--- src/rtl/bar_spectrum_renderer.sv ---
// Per-pixel renderer for an N-bar spectrum display with per-bar peak-hold markers.
// Heights, peaks and mode are latched per frame; RGB is registered with one cycle of latency.
module bar_spectrum_renderer #(
  parameter int unsigned NUM_BARS   = 10,
  parameter int unsigned AMP_W      = 24,
  parameter int unsigned AMP_SHIFT  = 14,
  parameter int unsigned BAR_X0     = 10,
  parameter int unsigned BAR_WIDTH  = 53,
  parameter int unsigned BAR_GAP    = 10,
  parameter int unsigned SCREEN_H   = 480,
  parameter int unsigned PEAK_HOLD  = 30,
  parameter int unsigned PEAK_DECAY = 2,
  parameter int unsigned PEAK_THICK = 3
) (
  input  logic                      Clk,
  input  logic                      Reset_n,
  input  logic                      frame_start,
  input  logic [NUM_BARS*AMP_W-1:0] amp_in,
  input  logic [1:0]                mode_in,
  input  logic [9:0]                DrawX,
  input  logic [9:0]                DrawY,
  output logic [7:0]                Red,
  output logic [7:0]                Green,
  output logic [7:0]                Blue,
  output logic                      frame_done
);

  localparam int unsigned HoldW   = (PEAK_HOLD > 0) ? $clog2(PEAK_HOLD + 1) : 1;
  localparam int          ScreenH = int'(SCREEN_H);
  localparam int          Pitch   = int'(BAR_WIDTH + BAR_GAP);

  logic [9:0]       h_q    [NUM_BARS];
  logic [9:0]       h_d    [NUM_BARS];
  logic [9:0]       pk_q   [NUM_BARS];
  logic [9:0]       pk_d   [NUM_BARS];
  logic [HoldW-1:0] hold_q [NUM_BARS];
  logic [HoldW-1:0] hold_d [NUM_BARS];
  logic [1:0]       mode_q, mode_d;
  logic             frame_done_q, frame_done_d;
  logic [23:0]      rgb_q, rgb_d;

  // Anything at or beyond the screen height (including discarded upper bits) saturates.
  function automatic logic [9:0] sat_height(input logic [AMP_W-1:0] amp);
    logic [AMP_W-1:0] sh;
    sh = amp >> AMP_SHIFT;
    if (sh >= AMP_W'(SCREEN_H)) return 10'(SCREEN_H);
    return sh[9:0];
  endfunction

  function automatic logic [9:0] decay_peak(input logic [9:0] pk, input logic [9:0] h);
    logic [9:0] dec;
    dec = (pk > 10'(PEAK_DECAY)) ? pk - 10'(PEAK_DECAY) : 10'd0;
    return (dec > h) ? dec : h;
  endfunction

  always_comb begin
    h_d          = h_q;
    pk_d         = pk_q;
    hold_d       = hold_q;
    mode_d       = mode_q;
    frame_done_d = frame_start;
    if (frame_start) begin
      mode_d = mode_in;
      for (int i = 0; i < int'(NUM_BARS); i++) begin
        h_d[i] = sat_height(amp_in[i*AMP_W +: AMP_W]);
        if (h_d[i] >= pk_q[i]) begin
          pk_d[i]   = h_d[i];
          hold_d[i] = HoldW'(PEAK_HOLD);
        end else if (hold_q[i] != '0) begin
          hold_d[i] = hold_q[i] - HoldW'(1);
        end else begin
          pk_d[i] = decay_peak(pk_q[i], h_d[i]);
        end
      end
    end
  end

  int   xi, yi, g;
  logic hit_fill, hit_peak;

  always_comb begin
    xi       = int'(DrawX);
    yi       = int'(DrawY);
    g        = 0;
    hit_fill = 1'b0;
    hit_peak = 1'b0;
    for (int i = 0; i < int'(NUM_BARS); i++) begin
      if (xi >= int'(BAR_X0) + i * Pitch && xi < int'(BAR_X0) + i * Pitch + int'(BAR_WIDTH)
          && yi < ScreenH) begin
        if (yi >= ScreenH - int'(h_q[i])) hit_fill = 1'b1;
        if (pk_q[i] != 10'd0 && yi >= ScreenH - int'(pk_q[i])
            && yi < ScreenH - int'(pk_q[i]) + int'(PEAK_THICK)) hit_peak = 1'b1;
      end
    end
    if (hit_peak && mode_q != 2'b00) begin
      rgb_d = 24'hFFFFFF;
    end else if (hit_fill && mode_q != 2'b11) begin
      if (mode_q == 2'b10) begin
        g     = 32 + ((ScreenH - 1 - yi) / 2);
        rgb_d = {8'hFF, (g > 255) ? 8'hFF : g[7:0], 8'h00};
      end else begin
        rgb_d = 24'hFF5500;
      end
    end else begin
      rgb_d = {16'h0000, 8'h7F - {1'b0, DrawX[9:3]}};
    end
  end

  always_ff @(posedge Clk) begin
    if (!Reset_n) begin
      for (int i = 0; i < int'(NUM_BARS); i++) begin
        h_q[i]    <= '0;
        pk_q[i]   <= '0;
        hold_q[i] <= '0;
      end
      mode_q       <= '0;
      frame_done_q <= 1'b0;
      rgb_q        <= '0;
    end else begin
      h_q          <= h_d;
      pk_q         <= pk_d;
      hold_q       <= hold_d;
      mode_q       <= mode_d;
      frame_done_q <= frame_done_d;
      rgb_q        <= rgb_d;
    end
  end

  assign Red        = rgb_q[23:16];
  assign Green      = rgb_q[15:8];
  assign Blue       = rgb_q[7:0];
  assign frame_done = frame_done_q;

endmodule

--- config.mk ---
export PLATFORM = sky130hd
export DESIGN_NAME = bar_spectrum_renderer
export DESIGN_NICKNAME = d
export VERILOG_FILES = /design/src/rtl/bar_spectrum_renderer.sv
export SDC_FILE = /design/constraint.sdc
export NUM_CORES = 1
export LEC_CHECK = 0
export ABC_AREA = 1
export CORE_MARGIN = 4
export CORE_UTILIZATION = 50
export DETAILED_ROUTE_END_ITERATION = 16
export HOLD_SLACK_MARGIN = 0.05
export MAX_ROUTING_LAYER = met4
export PLACE_DENSITY = 0.71
export REMOVE_ABC_BUFFERS = 1
export SLEW_MARGIN = 15
export SYNTH_ARGS = -nofsm -noshare
export SYNTH_HDL_FRONTEND = slang
export SYNTH_SLANG_ARGS = --single-unit
--- constraint.sdc ---
create_clock -name Clk -period 5.1 [get_ports Clk]
set_input_delay 1.02 -clock Clk [delete_from_list [all_inputs] [get_ports Clk]]
set_output_delay 1.02 -clock Clk [all_outputs]
set_load 0.1 [all_outputs]
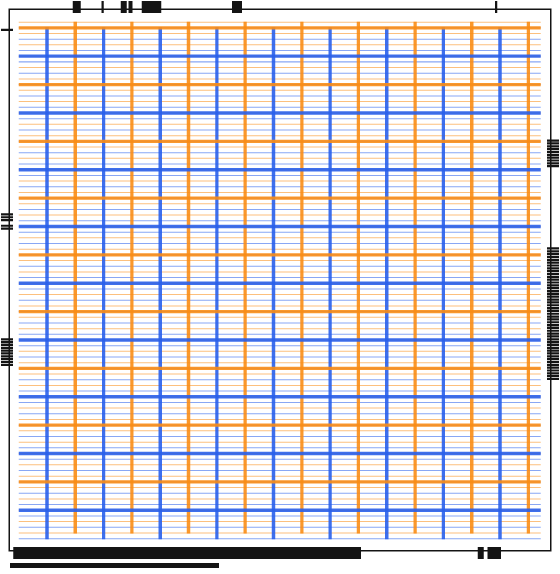
Figure 1: run 1, supply network.
Scale bar: 100 um. Pins as bars on the die edge.
[orange] VDD
[blue] VSS
met1 rails: 92
signal pins: 290
met5 straps: 18

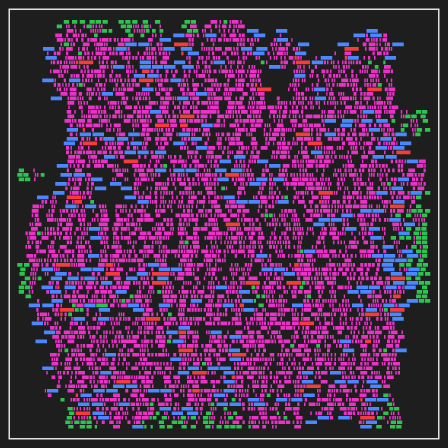
Figure 2: run 1, cell classes on the final placement.
[green] other buffers and delay cells | cells: 208 | share of their area: 5.6%
[red] clock drivers and dummy loads | cells: 61 | share of their area: 3.4%
[blue] flip-flops | cells: 270 | share of their area: 16%
[magenta] all other logic | cells: 4488 | share of their area: 75%

==> flow_summary.json, run 1 <==
{
  "outcome": "complete, no violations",
  "num-nonclk-inverters": 687,
  "overflow": 0,
  "async_flop_share": 0,
  "dp_cells": 5803,
  "synth-edff-count": 0,
  "flop_area_mm2": 0.005405,
  "synthTopLogicFamily": "simple AND/OR/NAND/NOR gates",
  "use_met1": 0.3577,
  "comb-cell-share": 0.6567,
  "flop-count": 270,
  "grt_use_total": 0.2669,
  "final_util": 0.5679,
  "drive_above_1_share": 0.05809,
  "holdPathStages": 2,
  "drt_iter0_drc": 1934,
  "clk_path_buf_depth": 3,
  "cts_tree": "done",
  "cts_sinks": 270,
  "yosysTopAreaCellShare": 0.2328,
  "nets": 5854,
  "busiest_layer": "met2",
  "drc_errors": 0,
  "path_depth": 17,
  "finalPower_mw": 11.73,
  "critPathRequiredTime_ps": 5540,
  "most-common-layout-cells": "nand2_1, inv_1, ha_1",
  "largest_cell_class": "logic gates",
  "p_switching_mw": 5.470,
  "final.fill_count": 6129,
  "crit_slowest_cell": "nor2_1",
  "n_all_buffers": 208,
  "nMultiInputCombCells": 3801,
  "antenna_cells": 3,
  "coreArea_mm2": 0.06194,
  "place_area_mm2": 0.03403,
  "max_slew_margin": 0.3123,
  "whs_ps": 462.1,
  "syn_avg_cell_area_um2": 6.502,
  "critPathMaxFanout": 11,
  "met3_wirelength_mm": 5.131,
  "yosys_area_mm2": 0.03145,
  "final_cells": 5867,
  "insertion_delay_ps": 550,
  "p_int_mw": 6.261,
  "dieHeight_um": 258.8,
  "finalClockPeriodUsage": 0.7873,
  "comb_area_mm2": 0.02310,
  "cp-end-kind": "register",
  "placementRows": 91,
  "cts_max_level": 2,
  "path_delay_family": "simple AND/OR/NAND/NOR gates",
  "fmax_ghz": 0.2491,
  "finalMaxSlewViolations": 0,
  "synthToLayoutAreaGrowth_pct": 11.87,
  "avgViaCountPerCell": 5.342,
  "synthXorXnorAreaFrac": 0.05205,
  "wl_mm": 88.90,
  "p_leak_nw": 17.56,
  "p_seq_mw": 2.71,
  "simple_gate_area_frac": 0.2907,
  "place_ws_ps": 664.2,
  "grt_max_degree": 67,
  "lay_top_count": "nand2_1",
  "hpwl_mm": 67.35,
  "stdcell_area_mm2": 0.03518,
  "synth.yosys.seq_area_share": 0.1719,
  "seq_share": 0.1537,
  "synth-adder-area-share": 0.2328,
  "grt_use_met2": 0.4254,
  "fp_util": 0.5077,
  "worst_pin_slew_ps": 1031,
  "ctsHoldBuffers": 0,
  "numCtsBuffers": 36,
  "grt_util_met3": 0.03762,
  "yosys_cells": 4836,
  "warning_count": 209,
  "skew_ps": 17.68
}
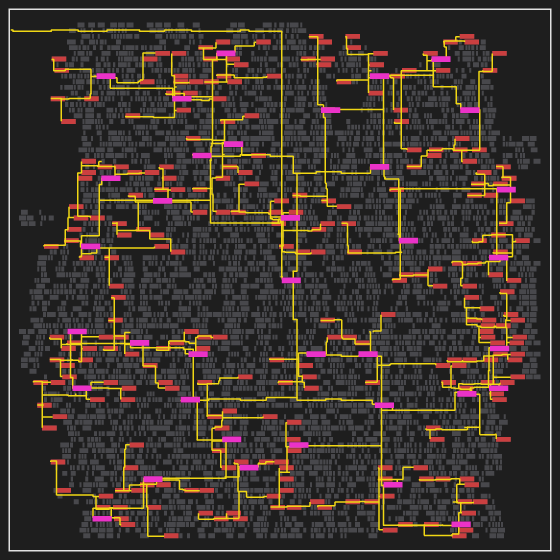
Figure 3: run 1, clock wires, drivers and flops.
[red] flip-flops | count: 270
[magenta] cells driving clock nets | count: 36
[yellow] clock wires | length: 4720 um
routed clock nets: 37
flops lie: widely spread

[run 1: final timing paths]
| check | from | end | slack [ps] |
|---|---|---|---|
| setup / recovery | amp_in[187] | pk_q[22]$_SDFFE_PN0P_ | 1080 |
| hold / removal | h_q[59]$_SDFFE_PN0P_ | h_q[59]$_SDFFE_PN0P_ | 460 |
| setup reg to reg | pk_q[0]$_SDFFE_PN0P_ | rgb_q[0]$_SDFF_PN0_ | 1320 |
| hold reg to reg | h_q[59]$_SDFFE_PN0P_ | h_q[59]$_SDFFE_PN0P_ | 460 |
[run 1: state kept, by name (all words and copies together), names as in the netlist]
name / count
h_q: 100
pk_q: 100
rgb_q: 17
hold_q: 50
frame_done: 1
mode_q: 2
Figure 4. Wiring by layer (run 1).
Scale bar: 100 um.
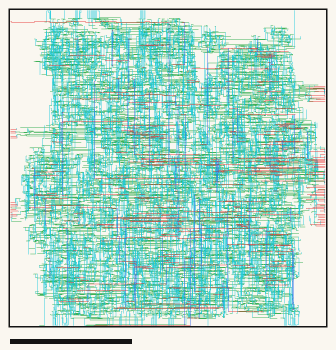

==> run 2: changes to the inputs <==
Settings changed: PLACE_DENSITY 0.71 to 0.74.
Clock period 5.1 ns to 3.6 ns, I/O delays scaled along.
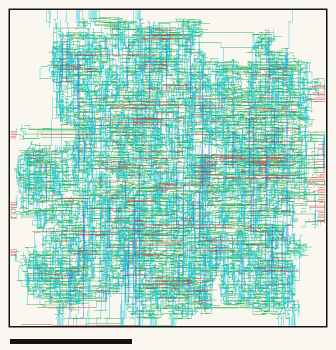
Figure 5: run 2, wiring by layer.
Scale bar: 100 um.
[cyan] met2 | wire length: 40.8 mm
[green] met1 | wire length: 43.0 mm
[blue] met4 | wire length: 2390 um
[red] met3 | wire length: 4940 um

==> flow_summary.json, run 2 <==
{
  "final_util": 0.5943,
  "grt_use_total": 0.2718,
  "clk_path_buf_depth": 3,
  "holdPathStages": 2,
  "fmax_ghz": 0.2984,
  "lay_top_count": "nand2_1",
  "synth-adder-area-share": 0.2328,
  "final.fill_count": 6050,
  "nets": 6021,
  "highest_layer": "met4",
  "timing.rr.end": "rgb_q[3]$_SDFF_PN0_",
  "yosysTopAreaCellShare": 0.2328,
  "p_leak_nw": 18.47,
  "synth.yosys.seq_area_share": 0.1719,
  "grt_util_met3": 0.02834,
  "num-clock-buffers": 49,
  "p_int_mw": 9.565,
  "final_cells": 6034,
  "worst_pin_slew_ps": 985.2,
  "cts_tree": "done",
  "outcome": "complete, no violations",
  "cp-end-kind": "register",
  "post_cts_resized": 0,
  "placementRows": 91,
  "numCtsBuffers": 37,
  "flop_area_mm2": 0.005409,
  "comb_area_mm2": 0.02320,
  "most-common-layout-cells": "nand2_1, inv_1, ha_1",
  "dieHeight_um": 258.8,
  "reg_top3": "h_q: 100 flops, pk_q: 100 flops, hold_q: 50 flops",
  "critPathMaxFanout": 9,
  "finalClockPeriodUsage": 0.9308,
  "largest_cell_class": "logic gates",
  "warning_count": 210,
  "synth-edff-count": 0,
  "synth_flops": 270,
  "num-nonclk-inverters": 687,
  "p_seq_mw": 3.80,
  "use_met1": 0.3653,
  "insertion_delay_ps": 570,
  "max_slew_margin": 0.3411,
  "crit_slowest_cell": "dfxtp_1",
  "hold_path_end": "h_q[79]$_SDFFE_PN0P_",
  "synthTopLogicFamily": "simple AND/OR/NAND/NOR gates",
  "comb-cell-share": 0.6304,
  "nMultiInputCombCells": 3802,
  "cts_sinks": 270,
  "antenna_cells": 0,
  "coreArea_mm2": 0.06194,
  "dp_cells": 5964,
  "syn_avg_cell_area_um2": 6.502,
  "synthXorXnorAreaFrac": 0.05205,
  "drc_errors": 0,
  "drt_iter0_drc": 2107,
  "whs_ps": 462.1,
  "drive_above_1_share": 0.09505,
  "finalPower_mw": 17.52,
  "ctsHoldBuffers": 0,
  "reg2reg_from": "pk_q[62]$_SDFFE_PN0P_",
  "met3_wirelength_mm": 4.935,
  "yosys_cells": 4836,
  "seq_share": 0.1469,
  "place_area_mm2": 0.03536,
  "avgViaCountPerCell": 5.342,
  "place_ws_ps": -76.80,
  "p_switching_mw": 7.952,
  "overflow": 0,
  "fp_util": 0.5077,
  "critPathRequiredTime_ps": 4040,
  "grt_max_degree": 99,
  "wl_mm": 91.15,
  "yosys_area_mm2": 0.03145,
  "stdcell_area_mm2": 0.03681,
  "skew_ps": 25.61,
  "finalMaxSlewViolations": 0,
  "busiest_layer": "met2",
  "cts_max_level": 2
}
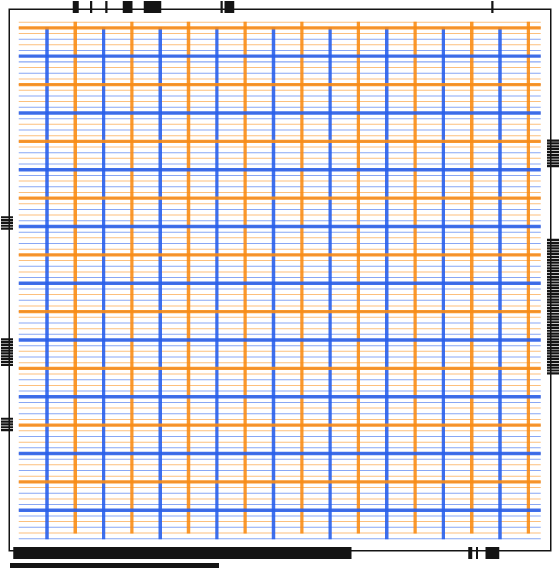
Figure 6: run 2, supply network.
Scale bar: 100 um. Pins as bars on the die edge.
[blue] VSS
[orange] VDD
signal pins: 290
met1 rails: 92
met4 straps: 18
rows: 91
met5 straps: 18

-- run 2: worst max path at each step --
stage / startpoint / cells after the start / end / slack, ps
final: pk_q[62]$_SDFFE_PN0P_ / 25 / rgb_q[3]$_SDFF_PN0_ / 250
after global placement: amp_in[140] / 19 / hold_q[24]$_SDFFE_PN0P_ / -10
after floorplan: rgb_q[22]$_SDFF_PN0_ / 0 / Red[0] / -2540
after CTS: pk_q[61]$_SDFFE_PN0P_ / 20 / pk_q[64]$_SDFFE_PN0P_ / 110
after global routing: pk_q[71]$_SDFFE_PN0P_ / 21 / pk_q[76]$_SDFFE_PN0P_ / -40
after detailed placement: amp_in[117] / 17 / pk_q[50]$_SDFFE_PN0P_ / -80
